## config.mk

```make
export PLATFORM = sky130hd
export DESIGN_NAME = list_builder
export DESIGN_NICKNAME = d
export VERILOG_FILES = /design/src/rtl/list_builder_pkg.sv /design/src/rtl/list_builder_head_fifo.sv /design/src/rtl/list_builder.sv
export SDC_FILE = /design/constraint.sdc
export NUM_CORES = 1
export LEC_CHECK = 0
export ABC_AREA = 1
export CAP_MARGIN = 0
export CORE_UTILIZATION = 60
export DETAILED_ROUTE_END_ITERATION = 7
export DONT_BUFFER_PORTS = 1
export PLACE_DENSITY = 0.73
export REMOVE_ABC_BUFFERS = 1
export SLEW_MARGIN = 40
export SYNTH_ARGS = -nofsm -noshare
export SYNTH_HDL_FRONTEND = slang
export SYNTH_SLANG_ARGS = --single-unit
```

## constraint.sdc

```tcl
create_clock -name clk -period 4.2 [get_ports clk]
set_clock_uncertainty 0.15 [all_clocks]
set_input_delay 0.84 -clock clk [delete_from_list [all_inputs] [get_ports clk]]
set_output_delay 0.84 -clock clk [all_outputs]
set_load 0.01 [all_outputs]
```

## src/rtl/list_builder_pkg.sv

```systemverilog
// Shared linked-list definitions used by the list builder and the list readers:
// table size, pointer type and builder FSM encoding.
package list_builder_pkg;
    localparam int unsigned n = 16;
    localparam int unsigned Width = $clog2(n);

    typedef logic [Width-1:0] Pointer;

    typedef enum logic [1:0] {
        IDLE = 2'd0,
        OPEN = 2'd1,
        TERM = 2'd2
    } lb_state_e;

    localparam Pointer NullPtr = '0;
endpackage

```

## src/rtl/list_builder_head_fifo.sv

```systemverilog
// Small FIFO holding the heads of committed lists, oldest entry shown on head.
module head_fifo
    import list_builder_pkg::*;
#(
    parameter int unsigned Depth = 4
) (
    input  logic   clk,
    input  logic   rst,
    input  logic   push,
    input  Pointer push_data,
    input  logic   pop,
    output Pointer head,
    output logic   full,
    output logic   empty
);
    localparam int unsigned AW = (Depth > 1) ? $clog2(Depth) : 1;
    localparam int unsigned CW = $clog2(Depth + 1);
    localparam logic [AW-1:0] LastIdx = AW'(Depth - 1);
    localparam logic [CW-1:0] DepthC = CW'(Depth);

    Pointer        mem [Depth];
    logic [AW-1:0] rd_idx;
    logic [AW-1:0] wr_idx;
    logic [CW-1:0] count;
    logic          do_push;
    logic          do_pop;

    assign do_push = push && !full;
    assign do_pop  = pop && !empty;
    assign full    = (count == DepthC);
    assign empty   = (count == '0);
    // stale storage is masked so an empty FIFO always presents a null head
    assign head    = empty ? NullPtr : mem[rd_idx];

    always_ff @(posedge clk) begin
        if (do_push) mem[wr_idx] <= push_data;
    end

    always_ff @(posedge clk or posedge rst) begin
        if (rst) begin
            rd_idx <= '0;
            wr_idx <= '0;
            count  <= '0;
        end else begin
            if (do_push) wr_idx <= (wr_idx == LastIdx) ? '0 : wr_idx + 1'b1;
            if (do_pop)  rd_idx <= (rd_idx == LastIdx) ? '0 : rd_idx + 1'b1;
            case ({do_push, do_pop})
                2'b10:   count <= count + 1'b1;
                2'b01:   count <= count - 1'b1;
                default: ;
            endcase
        end
    end
endmodule

```

## src/rtl/list_builder.sv

```systemverilog
// Builds singly linked lists in an external next-pointer table from a stream of
// element pointers and queues the head of each completed list for consumers.
//
// state | meaning
// IDLE  | no list open
// OPEN  | list open, prev holds last element
// TERM  | terminator write (prev,0) pending
module list_builder
    import list_builder_pkg::*;
#(
    parameter int unsigned n         = 16,
    parameter int unsigned HeadDepth = 4
) (
    input  logic       clk,
    input  logic       rst,
    input  Pointer     in_ptr,
    input  logic       in_vld,
    input  logic       in_last,
    output logic       in_rdy,
    output logic       we,
    output Pointer     wa,
    output Pointer     wd,
    output Pointer     start,
    output logic       start_vld,
    input  logic       start_rdy,
    output logic       err_zero,
    output logic       err_dup,
    output logic [7:0] list_cnt
);
    localparam int unsigned SW = $clog2(HeadDepth + 1);
    localparam logic [SW-1:0] SlotMax = SW'(HeadDepth);

    lb_state_e      state;
    Pointer         cur_head;
    Pointer         prev;
    Pointer         push_head;
    logic           push_pend;
    logic [n-1:0]   used;
    logic [SW-1:0]  slots;
    logic           fifo_full;
    logic           fifo_empty;
    logic           accept;
    logic           list_start;
    logic           pop;

    // slots counts queued heads plus lists already started, so a commit never
    // finds the FIFO full
    always_comb begin
        in_rdy = 1'b1;
        if (state == TERM)
            in_rdy = 1'b0;
        else if (state == IDLE && (slots >= SlotMax || fifo_full))
            in_rdy = 1'b0;
    end

    assign accept     = in_vld && in_rdy;
    assign list_start = accept && (state == IDLE) && (in_ptr != NullPtr);
    assign start_vld  = !fifo_empty;
    assign pop        = start_vld && start_rdy;

    head_fifo #(.Depth(HeadDepth)) u_head_fifo (
        .clk       (clk),
        .rst       (rst),
        .push      (push_pend),
        .push_data (push_head),
        .pop       (pop),
        .head      (start),
        .full      (fifo_full),
        .empty     (fifo_empty)
    );

    always_ff @(posedge clk or posedge rst) begin
        if (rst) begin
            state     <= IDLE;
            we        <= 1'b0;
            wa        <= NullPtr;
            wd        <= NullPtr;
            cur_head  <= NullPtr;
            prev      <= NullPtr;
            push_head <= NullPtr;
            push_pend <= 1'b0;
            used      <= '0;
            slots     <= '0;
            err_zero  <= 1'b0;
            err_dup   <= 1'b0;
            list_cnt  <= 8'd0;
        end else begin
            we        <= 1'b0;
            push_pend <= 1'b0;

            if (accept) begin
                used[in_ptr] <= 1'b1;
                if (used[in_ptr])        err_dup  <= 1'b1;
                if (in_ptr == NullPtr)   err_zero <= 1'b1;
            end

            case ({list_start, pop})
                2'b10:   slots <= slots + 1'b1;
                2'b01:   slots <= slots - 1'b1;
                default: ;
            endcase

            case (state)
                IDLE: begin
                    if (list_start) begin
                        cur_head <= in_ptr;
                        if (in_last) begin
                            we        <= 1'b1;
                            wa        <= in_ptr;
                            wd        <= NullPtr;
                            list_cnt  <= list_cnt + 8'd1;
                            push_pend <= 1'b1;
                            push_head <= in_ptr;
                        end else begin
                            prev  <= in_ptr;
                            state <= OPEN;
                        end
                    end
                end
                OPEN: begin
                    if (accept) begin
                        if (in_ptr != NullPtr) begin
                            we   <= 1'b1;
                            wa   <= prev;
                            wd   <= in_ptr;
                            prev <= in_ptr;
                        end
                        if (in_last) state <= TERM;
                    end
                end
                TERM: begin
                    we        <= 1'b1;
                    wa        <= prev;
                    wd        <= NullPtr;
                    list_cnt  <= list_cnt + 8'd1;
                    push_pend <= 1'b1;
                    push_head <= cur_head;
                    state     <= IDLE;
                end
                default: state <= IDLE;
            endcase
        end
    end
endmodule

```

Figure 1. Clock network drawn from the DEF (run 1).
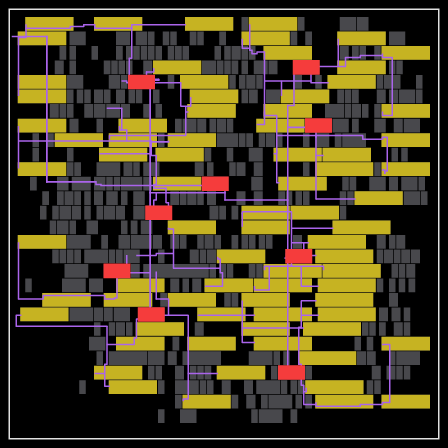
Key: flip-flops = yellow [count 76]; clock wires = purple [length 867 µm]; clock-net drivers = red [count 9]
Position of the flops: spread over the die.

Figure 2. Logic cells by family (run 1).
Bar = 20 µm.
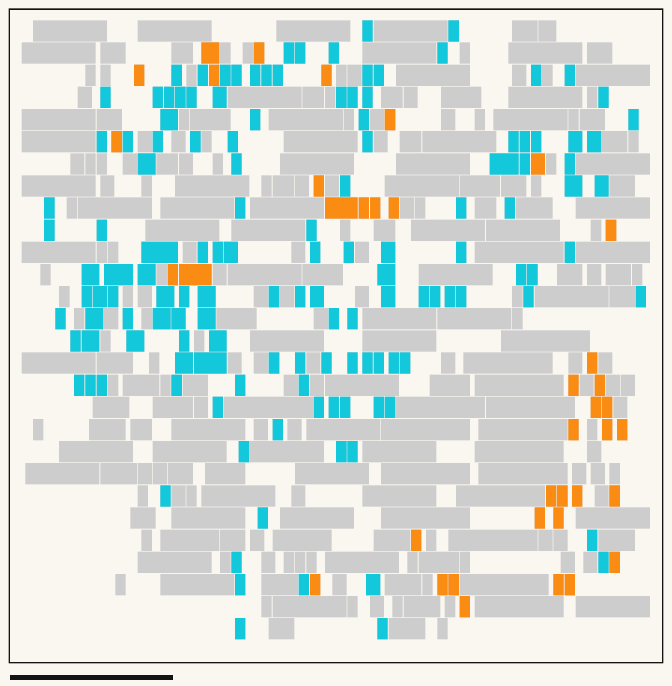
Key: nand cells = cyan [cells 137, most used nand2_1]; nor cells = orange [cells 38, most used nor2_1, where spread over the die]

Figure 3. Signal wires by layer (run 1).
Bar = 20 µm.
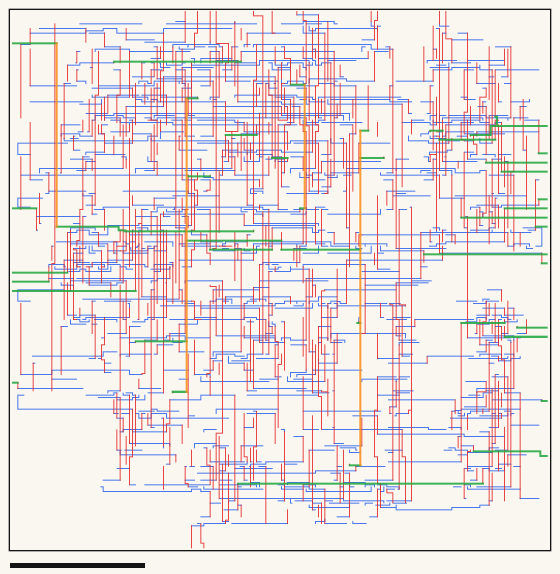
Key: M1 = blue [wire length 3100 µm]; M2 = red [wire length 3060 µm]; M3 = green [wire length 304 µm]; M4 = orange [wire length 139 µm]
vias post-DR: 2595
Tot GR Track Use: 23.1%
Routed Wire Length: 6.60 mm
post-detailed-route wirelength per cell: 13.3 µm

Figure 4. Track usage over the die (run 1).
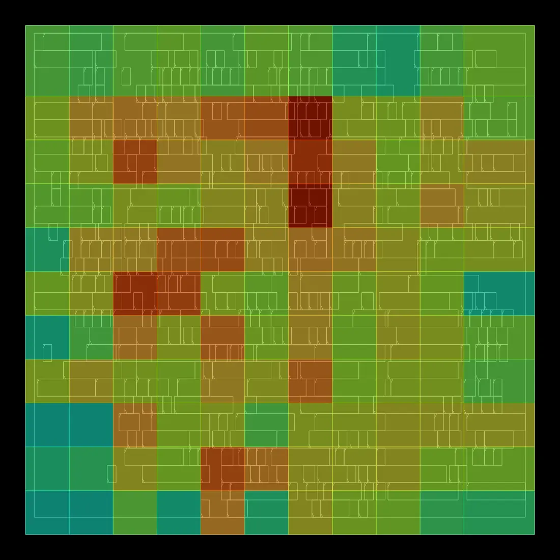
M2 GR Usage: 35.2%
post-layout utilization of the core: 66.5%
met3 Use GR: 4.66%
met1 global-route usage: 32.1%

==> flow_summary.toml, run 1 <==
# yosys + openroad results
[synth]
ys_top_cells_by_area = "sky130_fd_sc_hd__dfrtp_1 41%, sky130_fd_sc_hd__edfxtp_1 13%, sky130_fd_sc_hd__nand2_1 11%"
yosys-stat-cells = 410
synth_cell_type_count = 29
postSynthRegisterBits = 76
synth-warning-count = 0
ys.flop_type = "sky130_fd_sc_hd__dfrtp_1"
synth-edff-count = 16
netlist_instances = 410
synth-async-reset-ratio_pct = 78.9
syn_area_um2 = 3660
avgSynthCellArea_um2 = 8.93
synth-seq-area-share_pct = 54.2
most_common_cell = "sky130_fd_sc_hd__nand2_1"
synthDominantCellAreaShare_pct = 41.0
ys_chip_area_um2 = 3660
yosysTopAreaCell = "sky130_fd_sc_hd__dfrtp_1"

[global_routing]
grt_first_pass_wirelength_mm = 11.1
first_global_vias = 2434
grt_max_degree = 46
overflow = 0
antenna_found_initial = 0

[final_layout]
ff_count = 76
layout_top_cell_excl_fill_tap = "sky130_fd_sc_hd__nand2_1"
seqAreaFraction_pct = 50.6
regArea_um2 = 1980
drive_above_1_share_pct = 10.2
multiInputCombCellCount = 266
combinational_fraction_of_the_cell_area_pct = 35.8
diodes = 0
commonest_non_fill_non_tap_cells_in_the_layout = "107 x sky130_fd_sc_hd__nand2_1, 60 x sky130_fd_sc_hd__dfrtp_1, 58 x sky130_fd_sc_hd__inv_1"
multiInputGateArea_um2 = 1400
n_fill_cell = 480
largest_registers_in_the_final_layout = "u_head_fifo.mem (16), used (16), list_cnt (8)"
dominant_cells = "flip-flops and latches"
nNonClkBuffers = 1
syn2layout_area_growth_pct = 7.01
final-clk-cell-share_pct = 4.89
layout.non_clock_inverters = 63
bufAreaShareNonClock_pct = 0.192
finish.net_count = 440

[sta]
max_slew_margin_pct = 63.6
layout_worst_path_cycle_share_pct = 66.0
worst-slew-pin-transition_ps = 546
setup_repair_after_global_routing_missed_its_margin = "no"
hold-worst-slack_ps = 265
total_setup_violations_reported_at_the_end_of_the_flow = 0
setup-tns-final_ps = 0
final.min_clock_period_ps = 2770
slew_viol_final = 0
finalHoldViolCount = 0

[pwr]
p_int_mw = 1.60
total_switching_power_mw = 1.10
irDropWorstVdd_v = 0.000490
fraction_of_power_consumed_by_the_clock_network_pct = 19.9
pwr-share-seq_pct = 44.3
p_sw_share_pct = 40.8
leakage_power_total_nw = 1.90
cellPowerDensity_nw_per_um2 = 689

[place]
place_congestion = 0.894
port_buffers = 0

[floorplan]
well_tap_count = 75
num_io_pins = 34
core_area_um2 = 5890
die.size.y_um = 80.1
design.die.area_um2 = 6420
fp-utilization_pct = 62.2

[critical_path]
crit_buf_inv = 4
crit_path_max_fanout = 11
required_time_reported_for_the_critical_path_endpoint_ps = 4280
crit_path_frequent_cell = "sky130_fd_sc_hd__inv_1"
worst-endpoint-arrival_ps = 2850
kind_of_cell_adding_the_most_delay_to_the_critical_path = "adder cells"
critical_path_source_type = "register"
critPathMaxStageDelay_ps = 420
crit_path_slowest_cell = "sky130_fd_sc_hd__dfrtp_1"

[clocking]
clockRootBuffer = "sky130_fd_sc_hd__clkbuf_8"
insertion_delay_ps = 340
cts.sink_count = 76
h_tree_lvl_count = 3
post_cts.resized_instances = 0
holdBufCountCts = 0
cts-buffers-inserted = 9
tritoncts = "done"
cts-root-to-sink-buffers = 2

[job]
openroad.warnings = 31
max-cap-violations = 0

[outcome]
run_status = "complete, no violations"

[route]
ant_nets = 0
dr.pass1.iters = 5
detail_route.vias_per_cell = 5.22
dr.first_iter.drc_count = 165

[min_path]
hold_path.class = "primary input to async pin"
## run 1: cells by family after synthesis
logic type	synth area share, %
AOI/OAI and AO/OA	10.3
xor gates and xnor gates	2.15
adders and majority gates	5.20
buffers and inverters	7.52
DFF	54.2
and+or+nand+nor	20.6
## run 1: per-stage QoR
step | setup slack, ps | total power [mW] | instances | instance area (µm²) | utilization [%]
after floorplan | 1630 | 1.94 | 405 | 3620 | -
after CTS | 1420 | 2.71 | 497 | 3920 | 66.5
final | 1430 | 2.70 | 497 | 3920 | 66.5
after global placement | 1490 | 2.13 | 481 | 3720 | 63.2
after detailed placement | 1440 | 2.18 | 481 | 3720 | 63.3
after global routing | 1190 | 2.92 | 497 | 3920 | 66.5
## run 1: power groups by stage
stage	Clock, mW	Sequential [mW]	Combinational [mW]
floorplan	0	1.15	0.787
global placement	0	1.20	0.933
detailed placement	0	1.21	0.971
CTS	0.547	1.19	0.972
global route	0.580	1.22	1.12
finish	0.537	1.19	0.965
## run 1: routing by layer
layer  routed length (µm)  vias up  part of all wire (%)  track usage (%)
met5                    0        -                     0                0
met4                  138        0                   2.1             10.5
met1                 3100     1221                    47             32.1
li1                     -     1309                     -                -
met3                  303       13                   4.6             4.66
met2                 3060       52                    46             35.2
## run 1: final timing paths
kind | start | endpoint | slack (ps) | cells past startpoint
worst max-delay path | state[0] | slots[2] | 1430 | 14
worst max register to register | state[0] | slots[2] | 1430 | 14
max in group asynchronous | rst | state[0] | 3010 | 2
worst min register to register | used[2] | used[2] | 320 | 2
min in group clk | used[2] | used[2] | 320 | 2
worst min-delay path | rst | list_cnt[5] | 270 | 1
Figure 5. Placement density heat map (run 1).
The die is cut into 8 by 8 equal tiles; dark blue is low, red is high, 0 to 100% covered.
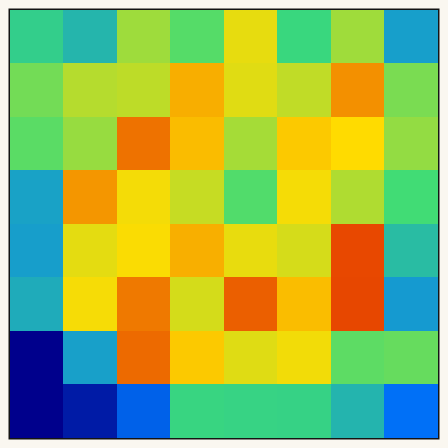

==> run 2, diff against run 1 <==
- CORE_UTILIZATION: 60 -> 57
- PLACE_DENSITY: 0.73 -> 0.72
- clock period: 4.2 -> 2.34 ns (I/O delays scaled with it)
Figure 6. Placement density heat map (run 2).
The die is cut into 8 by 8 equal tiles; dark blue is low, red is high, 0 to 100% covered.
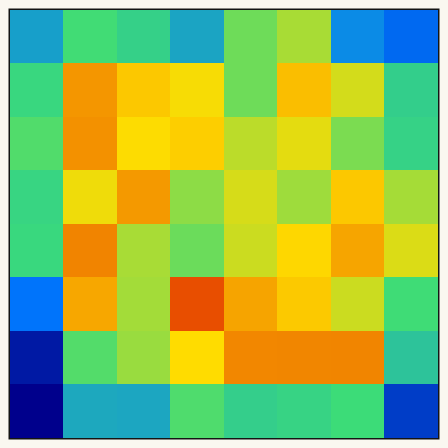
The fullest tile reaches 91%. The mean over all tiles is 59%. The emptiest ninth of the die: south-west.
floorplan core area: 6060 µm²
post-layout utilization of the core: 67.7%

Figure 7. Signal wires by layer (run 2).
Bar = 20 µm.
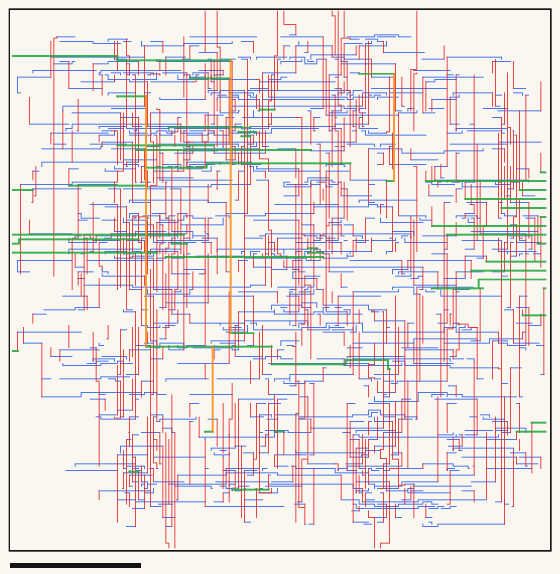
Key: M1 = blue [wire length 3290 µm]; M4 = orange [wire length 109 µm]; M2 = red [wire length 3250 µm]; M3 = green [wire length 432 µm]
post-detailed-route wirelength per cell: 13.9 µm
Routed Wire Length: 7.08 mm
vias post-DR: 2654

==> run 2 against run 1 <==
- clock power up 120%
- die area up 5.1%
- sequential share of layout area down 2.3 points
- critical path depth unchanged
- sequential cell count unchanged
- non-clock buffer count up 11
- routed wire length up 7.3%
- power up 96%
- register-to-register slack worse by 1300 ps
- highest routed layer unchanged
- largest power group unchanged
- sequential power up about 80%
- via count up 2.3%
- worst setup slack worse by 1300 ps
==> flow_summary.toml, run 2 <==
# yosys + openroad results
[outcome]
run_status = "complete, no violations"

[job]
openroad.warnings = 31
max-cap-violations = 0

[floorplan]
design.die.area_um2 = 6750
die.size.y_um = 82.1
num_io_pins = 34
fp-utilization_pct = 60.4
well_tap_count = 75
placementRows = 28
floorplan.die.width_um = 82.1

[sta]
fmax_ghz = 0.452
finalHoldViolCount = 0
setup_repair_after_global_routing_missed_its_margin = "no"
hold-worst-slack_ps = 70.5
max_slew_margin_pct = 70.5
total_setup_violations_reported_at_the_end_of_the_flow = 0
final.min_clock_period_ps = 2210
layout_worst_path_cycle_share_pct = 94.6
slew_viol_final = 0
worst-slew-pin-transition_ps = 442

[final_layout]
drive_above_1_share_pct = 15.0
final-clk-cell-share_pct = 5.92
nNonClkBuffers = 12
n_fill_cell = 494
bufAreaShareNonClock_pct = 2.56
diodes = 0
dominant_cells = "flip-flops and latches"
multiInputGateArea_um2 = 1440
layout_top_cell_excl_fill_tap = "sky130_fd_sc_hd__nand2_1"
largest_registers_in_the_final_layout = "u_head_fifo.mem (16), used (16), list_cnt (8)"
clock_buffers = 10
layout.non_clock_inverters = 63
finish.net_count = 451
seqAreaFraction_pct = 48.3
multiInputCombCellCount = 266
commonest_non_fill_non_tap_cells_in_the_layout = "107 x sky130_fd_sc_hd__nand2_1, 60 x sky130_fd_sc_hd__dfrtp_1, 54 x sky130_fd_sc_hd__inv_1"
regArea_um2 = 1980
ff_count = 76
combinational_fraction_of_the_cell_area_pct = 35.2
syn2layout_area_growth_pct = 12.1

[synth]
synth-edff-count = 16
synth_area_in_xor_xnor_pct = 2.15
post_synth_most_frequent_cells = "107 x sky130_fd_sc_hd__nand2_1, 60 x sky130_fd_sc_hd__dfrtp_1, 59 x sky130_fd_sc_hd__inv_1, 41 x sky130_fd_sc_hd__o21ai_0, 34 x sky130_fd_sc_hd__nor2_1"
top_logic_kind = "simple AND/OR/NAND/NOR gates"
ys_top_cells_by_area = "sky130_fd_sc_hd__dfrtp_1 41%, sky130_fd_sc_hd__edfxtp_1 13%, sky130_fd_sc_hd__nand2_1 11%"
synthAoiAreaFrac_pct = 10.3
synth-seq-area-share_pct = 54.2
netlist_instances = 410
synth-warning-count = 0
synth_mux_share_pct = 0
synth_cell_type_count = 29
ys.flop_type = "sky130_fd_sc_hd__dfrtp_1"
yosysTopAreaCell = "sky130_fd_sc_hd__dfrtp_1"
syn_area_um2 = 3660
synth.cellmix.simpleShare_pct = 20.6
avgSynthCellArea_um2 = 8.93
postSynthRegisterBits = 76
yosys-stat-cells = 410
synthDominantCellAreaShare_pct = 41.0
ys_chip_area_um2 = 3660
synthAdderAreaFrac_pct = 5.20
synth-async-reset-ratio_pct = 78.9
most_common_cell = "sky130_fd_sc_hd__nand2_1"

[pwr]
irDropWorstVdd_v = 0.000712
pwr-share-seq_pct = 40.5
total_switching_power_mw = 2.09
p_sw_share_pct = 39.5
leakage_power_total_nw = 1.98
cellPowerDensity_nw_per_um2 = 1290
fraction_of_power_consumed_by_the_clock_network_pct = 22.4
p_int_mw = 3.20
total_power_mw = 5.30
comb_power_share_pct = 37.1

[critical_path]
required_time_reported_for_the_critical_path_endpoint_ps = 2430
crit_path_max_fanout = 3
critical_path_source_type = "register"
worst-endpoint-arrival_ps = 2300
r2r_cells = 14
setup.worst_path.end_class = "register"
crit_type = "register to register"

[place]
place_congestion = 0.846
place.detailed.hpwl_mm = 5.17
port_buffers = 0

[clocking]
tritoncts = "done"
clkTransAtPathRegs_ps = 80
cts-root-to-sink-buffers = 2
cts.sink_count = 76
post_cts.resized_instances = 2
post_cts.repair.setup_buffers = 1
holdBufCountCts = 1
insertion_delay_ps = 370
clockRootBuffer = "sky130_fd_sc_hd__clkbuf_8"
cts-buffers-inserted = 9
h_tree_lvl_count = 3

[route]
routed-wl-met3_um = 432
drc_errors = 0
maxUsedRoutingLayer = "met4"
ant_nets = 0
detail_route.vias_per_cell = 5.22
dr.first_iter.drc_count = 199
m1WireLength_mm = 3.29
dr.pass1.iters = 4
met2WireLength_mm = 3.25

[global_routing]
grt_max_degree = 31
first_global_vias = 2478
groute.layer.met3.usage_pct = 7.25
most_used_routing_layer = "met2"
grt_use_met1_pct = 30.5
antenna_found_initial = 0
grt_usage_pct = 23.3
grt_first_pass_wirelength_mm = 11.4
overflow = 0
groute.layer.met2.usage_pct = 36.6

[min_path]
hold_path.class = "primary input to register"
worstHoldPathCells = 2
## run 2: cell counts after synthesis
Identical to the previous run, type by type.
## run 2: per-stage QoR
step	TNS (ps)	instances	setup WS, ps	instance area, µm²	utilization [%]
after floorplan	-194	405	-194	3620	-
after global placement	0	489	72.7	3790	62.6
after detailed placement	-22.1	489	-22.1	3790	62.6
after CTS	0	507	0.813	4070	67.1
after global routing	0	508	5.20	4100	67.7
final	0	508	126	4100	67.7
## run 2: final timing paths
kind	startpoint	endpoint	slack (ps)
min reg2reg	used[6]	used[6]	320
max in group asynchronous	rst	prev[0]	1130
max reg2reg	state[1]	slots[2]	130
min in group asynchronous	rst	list_cnt[0]	340
min	in_ptr[3]	wd[3]	70
max	state[1]	slots[2]	130
## run 2: worst max-delay path, cell delays in order (launching register included)
cell and delay, ps:
sky130_fd_sc_hd__dfrtp_1 390, sky130_fd_sc_hd__buf_4 140, sky130_fd_sc_hd__ha_4 160, sky130_fd_sc_hd__inv_2 50, sky130_fd_sc_hd__nand2_2 70, sky130_fd_sc_hd__nand2_4 50, sky130_fd_sc_hd__nand3_2 60, sky130_fd_sc_hd__inv_2 40
sky130_fd_sc_hd__nand2_2 60, sky130_fd_sc_hd__ha_2 170, sky130_fd_sc_hd__inv_2 60, sky130_fd_sc_hd__fa_2 370, sky130_fd_sc_hd__a21oi_2 140, sky130_fd_sc_hd__o21ai_2 70, sky130_fd_sc_hd__xnor2_1 120
## run 2: power groups by stage
stage	combinational, mW	clock, mW	sequential (mW)
after CTS	1.89	1.21	2.14
after global routing	2.26	1.27	2.19
after global placement	1.78	0	2.15
final	1.97	1.19	2.14
after detailed placement	1.86	0	2.16
after floorplan	1.41	0	2.07
Figure 8. Logic cells by family (run 2).
Bar = 20 µm.
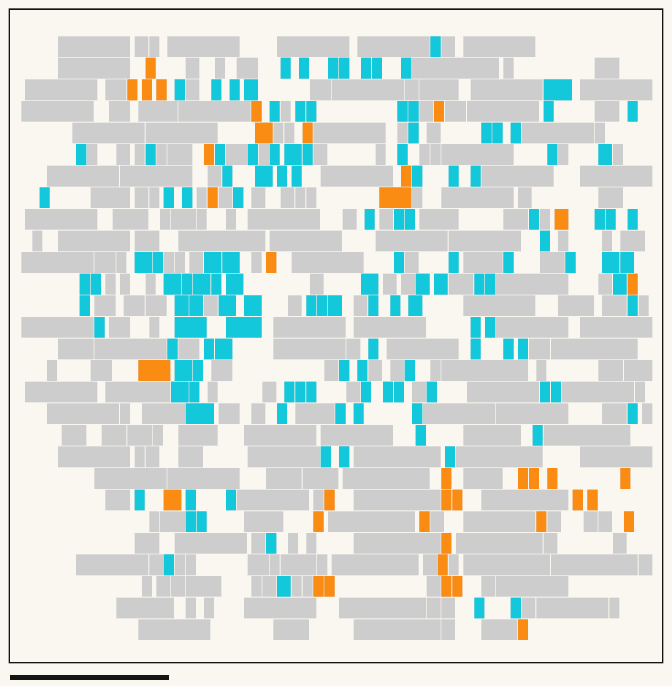

==> run 3, diff against run 2 <==
- HOLD_SLACK_MARGIN: unset -> 0.08
Figure 9. Logic cells by family (run 3).
Bar = 20 µm.
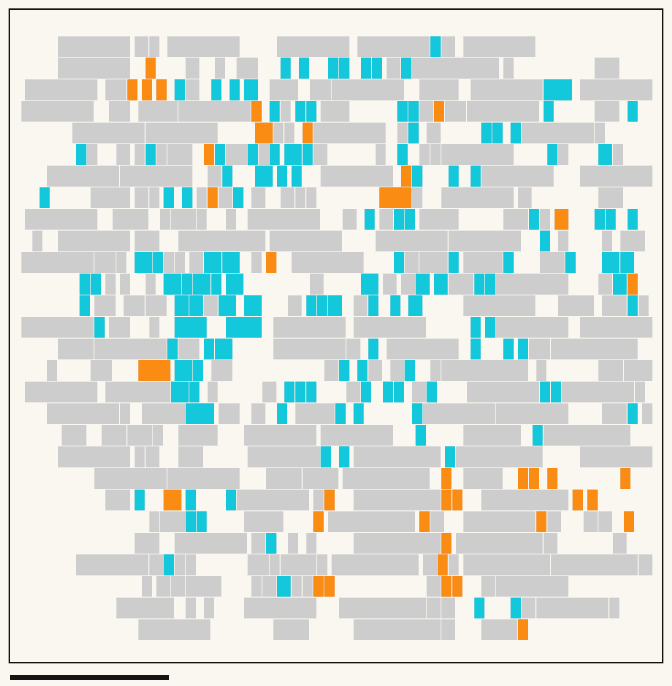
Key: nand cells = cyan [cells 137, most used nand2_1]; nor cells = orange [cells 38, most used nor2_1, where spread over the die]

Figure 10. Placement density heat map (run 3).
The die is cut into 8 by 8 equal tiles; dark blue is low, red is high, 0 to 100% covered.
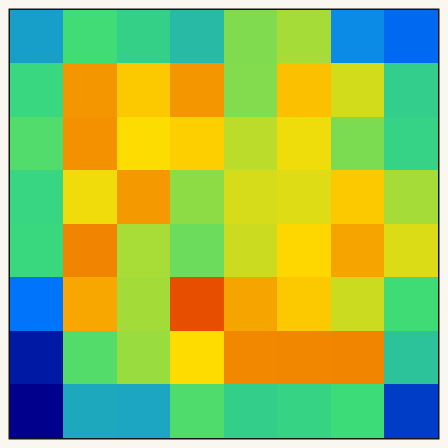
The mean over all tiles is 60%. The emptiest ninth of the die: south-west. The fullest tile reaches 91%. 30% of the tiles are over 75% full.
post-layout utilization of the core: 68.2%
starting density of the core: 60.4%

==> run 3 against run 2 <==
- combinational power about the same
- sequential share of layout area down 0.35 points
- clock power about the same
- sequential power about the same
- worst hold slack better by 22 ps
- synthesized cell count unchanged
- cell count up 0.59%
- cell area up 0.73%
- clock-buffer cell count unchanged
- largest cell class unchanged
==> flow_summary.toml, run 3 <==
# yosys + openroad results
[final_layout]
n_fill_cell = 493
commonest_non_fill_non_tap_cells_in_the_layout = "107 x sky130_fd_sc_hd__nand2_1, 60 x sky130_fd_sc_hd__dfrtp_1, 54 x sky130_fd_sc_hd__inv_1"
drive_above_1_share_pct = 14.9
diodes = 0
finish.net_count = 454
syn2layout_area_growth_pct = 12.9
fin_cells = 511
layout_top_cell_excl_fill_tap = "sky130_fd_sc_hd__nand2_1"
largest_registers_in_the_final_layout = "u_head_fifo.mem (16), used (16), list_cnt (8)"

[pwr]
p_sw_share_pct = 39.5
comb_power_mw = 1.97
powerClk_mw = 1.19
power_leader = "registers"
p_seq_mw = 2.14
total_switching_power_mw = 2.10
fraction_of_power_consumed_by_the_clock_network_pct = 22.4
irDropWorstVdd_v = 0.000712
p_int_mw = 3.21
pwr-share-seq_pct = 40.4
cellPowerDensity_nw_per_um2 = 1280
comb_power_share_pct = 37.1
leakage_power_total_nw = 1.99

[synth]
synth_cell_type_count = 29
synth-async-reset-ratio_pct = 78.9
avgSynthCellArea_um2 = 8.93
syn_area_um2 = 3660
synth.cellmix.simpleShare_pct = 20.6
ys_top_cells_by_area = "sky130_fd_sc_hd__dfrtp_1 41%, sky130_fd_sc_hd__edfxtp_1 13%, sky130_fd_sc_hd__nand2_1 11%"
post_synth_most_frequent_cells = "107 x sky130_fd_sc_hd__nand2_1, 60 x sky130_fd_sc_hd__dfrtp_1, 59 x sky130_fd_sc_hd__inv_1, 41 x sky130_fd_sc_hd__o21ai_0, 34 x sky130_fd_sc_hd__nor2_1"
ys_chip_area_um2 = 3660
synth-edff-count = 16
synthAoiAreaFrac_pct = 10.3
ys.flop_type = "sky130_fd_sc_hd__dfrtp_1"
yosys-stat-cells = 410
synthDominantCellAreaShare_pct = 41.0
postSynthRegisterBits = 76
synth-warning-count = 0
most_common_cell = "sky130_fd_sc_hd__nand2_1"
netlist_instances = 410
synth_area_in_xor_xnor_pct = 2.15
top_logic_kind = "simple AND/OR/NAND/NOR gates"
yosysTopAreaCell = "sky130_fd_sc_hd__dfrtp_1"
synthAdderAreaFrac_pct = 5.20
synth_mux_share_pct = 0

[global_routing]
groute.layer.met2.usage_pct = 36.9
overflow = 0
grt_first_pass_wirelength_mm = 11.5
grt_usage_pct = 23.5
groute.layer.met3.usage_pct = 7.25
antenna_found_initial = 0
grt_max_degree = 31
most_used_routing_layer = "met2"
first_global_vias = 2497
grt_use_met1_pct = 30.8

[floorplan]
design.die.area_um2 = 6750
num_io_pins = 34
core_area_um2 = 6060
die.size.y_um = 82.1
placementRows = 28

[place]
dp_slack_ps = -22.1
port_buffers = 0
place_congestion = 0.846
dpl.cell_count = 489
place.detailed.hpwl_mm = 5.17

[route]
dr.first_iter.drc_count = 203
vias = 2664
drt-total-wl_mm = 7.12
met2WireLength_mm = 3.27
dr.pass1.iters = 4
post_detailed_route_wirelength_per_cell_um = 13.9
drc_errors = 0
detail_route.vias_per_cell = 5.21
ant_nets = 0
maxUsedRoutingLayer = "met4"
m1WireLength_mm = 3.31
routed-wl-met3_um = 441

[sta]
final.min_clock_period_ps = 2220
max_slew_margin_pct = 70.1
worst-slew-pin-transition_ps = 446
finalHoldViolCount = 0
layout_worst_path_cycle_share_pct = 94.7
total_setup_violations_reported_at_the_end_of_the_flow = 0
fmax_ghz = 0.451
fin_worst_setup_slack_ps = 125

[critical_path]
critical_path_source_type = "register"
worst-endpoint-arrival_ps = 2310
crit_path_start = "state[1]"
rrSetupSlack_ps = 120
required_time_reported_for_the_critical_path_endpoint_ps = 2430
setup.worst_path.end_class = "register"
destination_of_the_worst_register_to_register_timing_path = "slots[2]"
r2r_cells = 14
worst_setup_path_endpoint = "slots[2]"
crit_path_max_fanout = 3
crit_type = "register to register"

[clocking]
cts-buffers-inserted = 9
tritoncts = "done"
h_tree_lvl_count = 3
cts-root-to-sink-buffers = 2
post_cts.repair.setup_buffers = 1
insertion_delay_ps = 370
post_cts.resized_instances = 2
clockRootBuffer = "sky130_fd_sc_hd__clkbuf_8"
holdBufCountCts = 4

[outcome]
run_status = "complete, no violations"

[min_path]
worstHoldPathCells = 2
hold_path.class = "primary input to register"

[job]
openroad.warnings = 31
max-cap-violations = 0
run 3: worst min path at each step:
| stage | start | to | slack [ps] |
|---|---|---|---|
| after global routing | in_ptr[1] | wd[1] | 100 |
| after CTS | in_ptr[1] | wd[1] | 100 |
| after detailed placement | rst | list_cnt[0] | 170 |
| after global placement | rst | list_cnt[7] | 160 |
| after floorplan | used[0] | used[0] | 270 |
| final | in_ptr[1] | wd[1] | 90 |
run 3: metrics by stage:
step                instance area (µm²)  power [mW]  util [%]  hold WS (ps)  TNS (ps)
floorplan                          3620        3.49         -           272      -194
global placement                   3790        3.92      62.6           164         0
detailed placement                 3790        4.02      62.6           168     -22.1
CTS                                4100        5.24      67.6          96.1         0
global route                       4130        5.73      68.2          96.2         0
finish                             4130        5.30      68.2          92.2         0
run 3: final cells by class:
type                    count  area, µm²  area share, %
flip-flops and latches     76       1980           48.0
repair buffers             15        135           3.27
multi-input cells         266       1440           34.9
clock inverters             6       93.8           2.27
well taps                  75       93.8           2.27
clock buffers              10        149           3.60
inverters                  63        236           5.72
run 3: critical path, stage by stage (launching register included):
cell and delay (ps):
sky130_fd_sc_hd__dfrtp_1 390, sky130_fd_sc_hd__buf_4 140, sky130_fd_sc_hd__ha_4 160, sky130_fd_sc_hd__inv_2 50, sky130_fd_sc_hd__nand2_2 70, sky130_fd_sc_hd__nand2_4 50
sky130_fd_sc_hd__nand3_2 60, sky130_fd_sc_hd__inv_2 40, sky130_fd_sc_hd__nand2_2 60, sky130_fd_sc_hd__ha_2 170, sky130_fd_sc_hd__inv_2 60, sky130_fd_sc_hd__fa_2 370
sky130_fd_sc_hd__a21oi_2 140, sky130_fd_sc_hd__o21ai_2 70, sky130_fd_sc_hd__xnor2_1 120
Power figures rest on the tool's default switching activity, not on a simulated workload.
